Run 1, routing congestion:
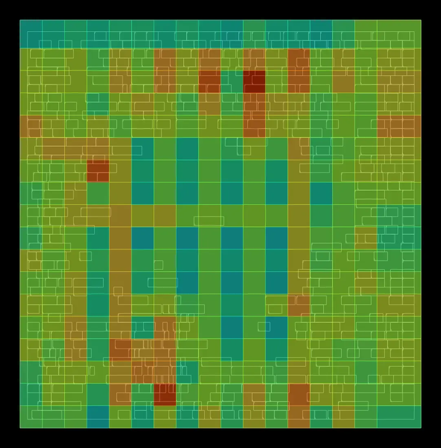
Run 1, a small window of the routed layout:
Region (50, 25) to (75, 50) µm. Cells in gray, sequential cells in the stronger gray; small squares are vias.
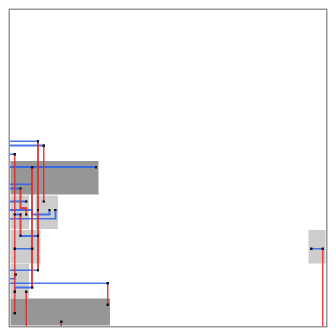
Run 1, logic cells by family:
(2 px per µm)
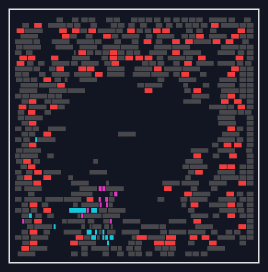
===== src/rtl/mem_access_unit.sv =====
// MEM-stage load/store unit: one word access per memory instruction on a req/ack bus,
// stalling the pipeline until the access completes, times out or is skipped as misaligned.
module mem_access_unit #(
    parameter int TIMEOUT = 16,
    parameter int CNT_W   = 5
) (
    input  logic        clock,
    input  logic        reset,
    input  logic        memRead_in,
    input  logic        memWrite_in,
    input  logic [31:0] ALUResult_in,
    input  logic [31:0] writeData_in,
    input  logic [1:0]  memToReg_in,
    input  logic [3:0]  registerFileWrite_in,
    input  logic        regWrite_in,
    input  logic [31:0] pcpp_in,
    output logic        dmem_req,
    output logic        dmem_we,
    output logic [31:0] dmem_addr,
    output logic [31:0] dmem_wdata,
    input  logic        dmem_ack,
    input  logic [31:0] dmem_rdata,
    output logic        stall,
    output logic [31:0] DataOutDataMemory,
    output logic [1:0]  memToReg,
    output logic [31:0] ALUResult,
    output logic [3:0]  registerFileWrite,
    output logic        regWrite,
    output logic [31:0] pcpp,
    output logic        misaligned,
    output logic        bus_error
);

    typedef enum logic [1:0] {
        IDLE,
        BUSY,
        DONE
    } state_t;

    state_t           state;
    state_t           state_nxt;
    logic [CNT_W-1:0] count;
    logic             pending;
    logic             timeout_hit;
    logic             stall_fsm;

    assign misaligned  = (memRead_in | memWrite_in) & (ALUResult_in[1:0] != 2'b00);
    assign pending     = (memRead_in | memWrite_in) & ~misaligned;
    assign timeout_hit = (count == CNT_W'(TIMEOUT - 1));

    assign memToReg          = memToReg_in;
    assign ALUResult         = ALUResult_in;
    assign registerFileWrite = registerFileWrite_in;
    assign pcpp              = pcpp_in;

    // Both are forced low while reset is held so the pipeline neither stalls nor writes back.
    assign stall    = reset & stall_fsm;
    assign regWrite = reset & regWrite_in & ~(misaligned | bus_error);

    always_ff @(posedge clock or negedge reset) begin
        if (!reset) begin
            state <= IDLE;
        end else begin
            state <= state_nxt;
        end
    end

    always_comb begin
        state_nxt = state;
        stall_fsm = 1'b0;
        case (state)
            IDLE: begin
                stall_fsm = pending;
                if (pending) state_nxt = BUSY;
            end
            BUSY: begin
                stall_fsm = 1'b1;
                if (dmem_ack || timeout_hit) state_nxt = DONE;
            end
            DONE: begin
                state_nxt = IDLE;
            end
            default: begin
                state_nxt = IDLE;
            end
        endcase
    end

    always_ff @(posedge clock or negedge reset) begin
        if (!reset) begin
            dmem_req          <= 1'b0;
            dmem_we           <= 1'b0;
            dmem_addr         <= '0;
            dmem_wdata        <= '0;
            DataOutDataMemory <= '0;
            count             <= '0;
            bus_error         <= 1'b0;
        end else begin
            case (state)
                IDLE: begin
                    if (pending) begin
                        dmem_req   <= 1'b1;
                        dmem_we    <= memWrite_in;
                        dmem_addr  <= ALUResult_in;
                        dmem_wdata <= writeData_in;
                        count      <= '0;
                    end
                end
                BUSY: begin
                    // An ack arriving on the timeout cycle still completes the access normally.
                    if (dmem_ack) begin
                        dmem_req <= 1'b0;
                        if (!dmem_we) DataOutDataMemory <= dmem_rdata;
                    end else if (timeout_hit) begin
                        dmem_req  <= 1'b0;
                        bus_error <= 1'b1;
                    end else begin
                        count <= count + CNT_W'(1);
                    end
                end
                DONE: begin
                    bus_error <= 1'b0;
                end
                default: begin
                end
            endcase
        end
    end

endmodule


===== config.mk =====
export PLATFORM = sky130hd
export DESIGN_NAME = mem_access_unit
export DESIGN_NICKNAME = d
export VERILOG_FILES = /design/src/rtl/mem_access_unit.sv
export SDC_FILE = /design/constraint.sdc
export NUM_CORES = 1
export LEC_CHECK = 0
export CAP_MARGIN = 20
export CORE_AREA = 2 2 122 124
export DETAILED_ROUTE_END_ITERATION = 6
export DIE_AREA = 0 0 124 126
export MAX_ROUTING_LAYER = met4
export PLACE_DENSITY = 0.74
export SLEW_MARGIN = 20
export SYNTH_ARGS = -nofsm -noshare
export SYNTH_HDL_FRONTEND = slang
export SYNTH_SLANG_ARGS = --single-unit

===== constraint.sdc =====
create_clock -name clock -period 4.47 [get_ports clock]
set_clock_uncertainty 0.2 [all_clocks]
set_input_delay 0.894 -clock clock [delete_from_list [all_inputs] [get_ports clock]]
set_output_delay 0.894 -clock clock [all_outputs]
set_load 0.01 [all_outputs]

==> flow_summary.ini, run 1 <==
; yosys + openroad results
[run_status]
status = completed

[pwr]
power.density_nw_per_um2 = 520
switching_share = 0.277
ir_drop_mv = 0.280
combPwrFrac = 0.374
p_leak_nw = 2.85
p_int_w = 0.00260
clk-power_w = 0.000785
seq_power_share = 0.407
total_power_w = 0.00359
top_power_group = sequential cells

[clocking]
clk-insertion-delay-late_ns = 0.34
cts_setup_buffers = 0
numCtsBuffers = 9
clk_path_buf_depth = 2
clkTransAtPathRegs_ns = 0.06

[die]
dieArea_um2 = 15600
die_y_um = 126
core_area_um2 = 14300
rows = 44
fp.dieW_um = 124

[setup_path]
crit_type = in2out
critPathMaxStageDelay_ns = 0.57
rrSetupSlack_ns = 2.03
cp-end-kind = output pin
cpMaxStageDelayCell = clkdlybuf4s50_1
critPathTopFamily = buffers and inverters
r2r.worst_path.cells = 7
cp.required_ns = 3.38
r2r_start = count[0]
critPathMaxFanout = 4
crit_arrival_ns = 2.57

[detailed_routing]
drc = 0
drt_iter0_drc = 96
first_pass_iters = 4
ant_nets = 0
wl_um = 11100

[flow_run]
warnings = 26
cap_violations = 0

[final_timing]
final.setup.worst_slack_ns = 0.808
hold_viol_final = 0
finalClockPeriodUsage = 0.819
slew_viol_final = 0
hold_slack_ns = 0.302

[synthesis]
async_reset_ff_frac = 1.00
syn_area_um2 = 4620
yosys_area_um2 = 4620
topCellsByArea = dfrtp_1 57%, mux2_2 22%, buf_4 11%
yosys.area.top_type = dfrtp_1
synth_cell_types = 27

[global_route]
grt-ovfl-total = 0
antenna_found_initial = 0

[final_layout]
n_antenna_cell = 0
nets = 635

[placed_design]
post_dp_cell_area_um2 = 6610
portBuffers = 235

[hold_path]
holdCritPathClass = reg2reg
-- 'routing congestion' (at the start) --
M2 GR Usage: 0.251
fin util: 0.483
Routed WL per cell: 16.2 µm
met1 GRT Util: 0.147
GRT Total Usage: 0.142

-- 'a small window of the routed layout' (at the start) --
[metal 1] blue
[metal 2] red
cells with their middle in the window: 6
sequential cells in the window: 2
most frequent: dfrtp_1 (2)
netlist names of flops here include: count (2)

-- 'logic cells by family' (at the start) --
[nand cells] magenta | cells: 11
[nor cells] cyan | cells: 13
[mux cells] red | cells: 96 | where: all over the die

-- run 1: placed cells by master (no fill, tap or decap), types with 2 or more instances in the layout --
cell,netlist,layout
clkdlybuf4s50_1,0,234
dfrtp_1,106,106
mux2_2,91,91
clkbuf_16,0,9
nand2_1,7,7
nor2_1,6,6
o21ai_0,5,5
mux2_4,4,4
nand3_1,4,4
buf_4,70,4
clkinvlp_4,0,3
inv_1,2,2
nor3_1,2,2
nor3b_1,2,2
and2_1,2,2
ha_1,2,2
-- run 1: cells by family after synthesis --
family,count (synthesis),synth area share
flip-flops,106,0.574
buffers and inverters,86,0.136
AND-OR/OR-AND,8,0.0103
adder cells (fa/ha/maj),2,0.00541
AND/OR/NAND/NOR,29,0.0360
multiplexers,96,0.237
XOR/XNOR,1,0.00190
-- run 1: how the worst max path moves through the flow --
stage                           start       end  cells past startpoint
after global routing      memWrite_in  regWrite                      5
after CTS                 memWrite_in  regWrite                      5
after detailed placement  memWrite_in  regWrite                      5
final                     memWrite_in  regWrite                      5
after global placement    memWrite_in  regWrite                      5
after floorplan           memWrite_in  regWrite                      3
-- run 1: per-layer routing --
layer  track usage  wire, µm  up-vias
li1              -         -     1383
met2         0.251      5670      177
met1         0.147      4120     1486
met3        0.0430      1110       16
met4        0.0535       177        0
met5             -         0        -
-- run 1: sequential cells by signal (all words and copies together) (netlist names) --
signal,cells
DataOutDataMemory,32
bus_error,1
count,5
dmem_addr,32
dmem_req,1
dmem_wdata,32
dmem_we,1
state,2
-- run 1: final cells by class --
cell class                 instances  area (µm²)
clock buffer                      10         229
tap                              184         230
fill                            1280        7400
timing repair buffer             238        2370
clock inverter                     6        66.3
multi-input combinational        136        1350
sequential                       106        2650
inverter                           2        7.51
Run 1, pin placement:
(4 px per µm) Pins as bars across the die edge, other pins in gray.
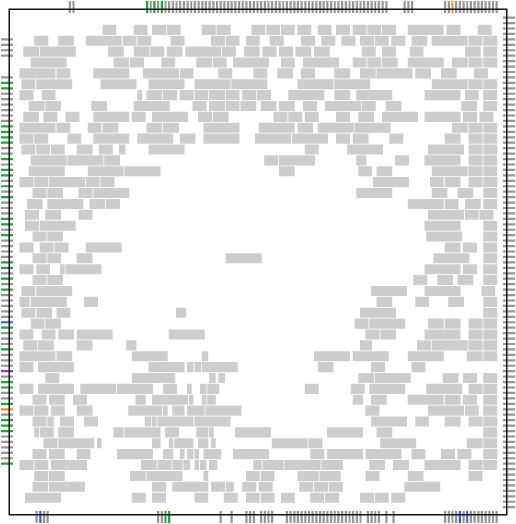

==> run 1 -> run 2 <==
--- a/config.mk
+++ b/config.mk
@@ -6,11 +6,10 @@
 export NUM_CORES = 1
 export LEC_CHECK = 0
 export CAP_MARGIN = 20
-export CORE_AREA = 2 2 122 124
+export CORE_UTILIZATION = 32
 export DETAILED_ROUTE_END_ITERATION = 6
-export DIE_AREA = 0 0 124 126
 export MAX_ROUTING_LAYER = met4
-export PLACE_DENSITY = 0.74
+export PLACE_DENSITY = 0.76
 export SLEW_MARGIN = 20
 export SYNTH_ARGS = -nofsm -noshare
 export SYNTH_HDL_FRONTEND = slang
==> constraint.sdc (replaced) <==
create_clock -name clock -period 3.1 [get_ports clock]
set_clock_uncertainty 0.2 [all_clocks]
set_input_delay 0.62 -clock clock [delete_from_list [all_inputs] [get_ports clock]]
set_output_delay 0.62 -clock clock [all_outputs]
set_load 0.01 [all_outputs]
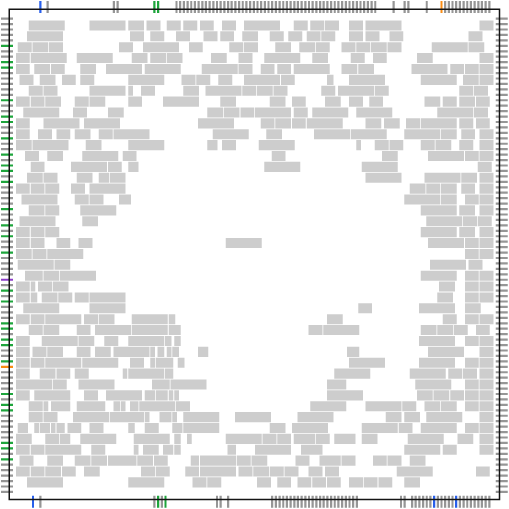
Run 2: pin placement
(4 px per µm) Pins as bars across the die edge, other pins in gray.
[registerFileWrite_in] blue | pins: 4 | direction: input | edge: 3 south, 1 north
[DataOutDataMemory] green | pins: 32 | direction: output | edge: 28 west, 2 north, 2 south
[memToReg_in] orange | pins: 2 | direction: input | edge: 1 north, 1 west
[regWrite] purple | pins: 1 | direction: output | edge: west
all pins by edge: 88 west, 88 east, 79 north, 57 south

==> flow_summary.ini, run 2 <==
; yosys + openroad results
[run_status]
status = completed

[global_route]
antenna_found_initial = 0
track_usage = 0.152
grt-ovfl-total = 0
met3_usage = 0.0384
grt_busiest_layer = met2
gr-usage-met1 = 0.174
grtUsageMet2 = 0.249

[pwr]
clk-power_w = 0.00106
p_leak_nw = 2.90
ir_drop_mv = 0.506
p_int_w = 0.00369
top_power_group = sequential cells
power.density_nw_per_um2 = 737
switching_share = 0.279
combPwrFrac = 0.380
seq_power_share = 0.413

[synthesis]
top_logic_kind = multiplexers
netlist.area_leader.share = 0.574
ys_sh_simple = 0.0360
synth_xor_xnor_area_share = 0.00189
aoi_share = 0.0103
synth_cell_types = 27
async_reset_ff_frac = 1.00
syn_area_um2 = 4620
topCellsByArea = dfrtp_1 57%, mux2_2 22%, buf_4 11%
mux_area_frac = 0.237
yosys.area.top_type = dfrtp_1
ys_sh_adder = 0.00541
ys.flops = 106
yosys_area_um2 = 4620

[detailed_routing]
wl_met1_um = 4340
drt_iter0_drc = 63
routed.top_layer = met4
dr_wl_met3_um = 929
wl_um = 11000
first_pass_iters = 4
wire_per_inst_um = 16.2
drc = 0
ant_nets = 0
dr_wl_met2_um = 5510

[final_layout]
nets = 640
finalCoreUtilization = 0.497
fillerInstances = 1202
layout_top_cells = 233 x clkdlybuf4s50_1, 106 x dfrtp_1, 91 x mux2_2
n_antenna_cell = 0
reg.largest.list = DataOutDataMemory (32), dmem_addr (32), dmem_wdata (32)
lay_top_count = clkdlybuf4s50_1
drive_gt1_frac = 0.243

[clocking]
cts_setup_buffers = 0
clk-insertion-delay-late_ns = 0.34
numCtsBuffers = 9
clk_path_buf_depth = 2
clkTransAtPathRegs_ns = 0.07

[placed_design]
post_dp_cell_area_um2 = 6670
portBuffers = 235

[setup_path]
crit_type = in2out
critPathMaxStageDelay_ns = 0.58
cp-startpoint = memRead_in
r2r_start = count[0]
cp_num_buf_inv = 2
cpMaxStageDelayCell = clkdlybuf4s50_1
crit_arrival_ns = 2.16
critPathMaxFanout = 2
cp.required_ns = 2.28
cp-end-kind = output pin
critPathTopFamily = buffers and inverters

[die]
fp.dieW_um = 122
core_area_um2 = 14000
die_y_um = 122
rows = 43
dieArea_um2 = 14900

[hold_path]
holdCritPathClass = in2async

[flow_run]
cap_violations = 0
warnings = 26

[final_timing]
hold_slack_ns = 0.102
slew_viol_final = 0
hold_viol_final = 0
finalClockPeriodUsage = 0.963
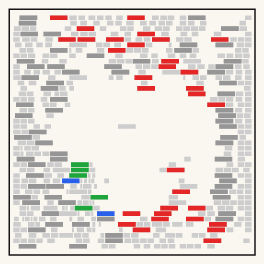
Run 2: register map, names as in the netlist
(2 px per µm) Other sequential cells in the stronger gray, the rest of the logic in the fainter gray.
[state] blue | flops: 2
[dmem_wdata] red | flops: 32
[count] green | flops: 5
not colored: 67

[run 2: cell count changes in the layout (fill, tap and decap cells not counted), sizes merged]
cell           before  now
dlymetal6s2s        0    1
bufinv              1    0
inv                 3    2
clkbuf             10   12
buf                 4    9
clkinv              1    4
clkinvlp            3    0
clkdlybuf4s50     234  233
[run 2: per-stage QoR]
| stage | worst slack (ns) | TNS (ns) | instances | power [W] |
|---|---|---|---|---|
| final | 0.116 | 0 | 683 | 0.00512 |
| after global routing | 0.0276 | 0 | 683 | 0.00541 |
| after CTS | 0.0680 | 0 | 683 | 0.00520 |
| after detailed placement | -0.00238 | -0.00238 | 667 | 0.00410 |
| after global placement | 0.0288 | 0 | 667 | 0.00404 |
| after floorplan | 0.758 | 0 | 328 | 0.00290 |
[run 2: final cells by class]
class / count / area (µm²) / share of cell area
sequential: 106 / 2650 / 0.382
timing repair buffer: 243 / 2440 / 0.351
multi-input combinational: 136 / 1360 / 0.195
clock buffer: 12 / 246 / 0.0355
tap: 180 / 225 / 0.0324
clock inverter: 4 / 27.5 / 0.00396
inverter: 2 / 7.51 / 0.00108
[run 2: path summary, 6_finish.rpt]
kind,slack (ns),to,depth (start not counted)
setup / recovery,0.12,stall,6
hold / removal,0.10,DataOutDataMemory[11],2
setup reg to reg,0.66,count[4],7
hold reg to reg,0.29,dmem_addr[0],1
max in group asynchronous,1.66,dmem_wdata[18],3
min in group clock,0.29,dmem_addr[0],1
[run 2: worst reg2reg max path: cells and delay by family (launching register included)]
| family | cells | cell delay (ns) |
|---|---|---|
| AOI/OAI and AO/OA | 2 | 0.20 |
| adders and majority gates | 2 | 0.44 |
| DFF | 1 | 0.41 |
| and+or+nand+nor | 3 | 1.06 |
No activity file was given, so power comes from the tool's default toggle rates.
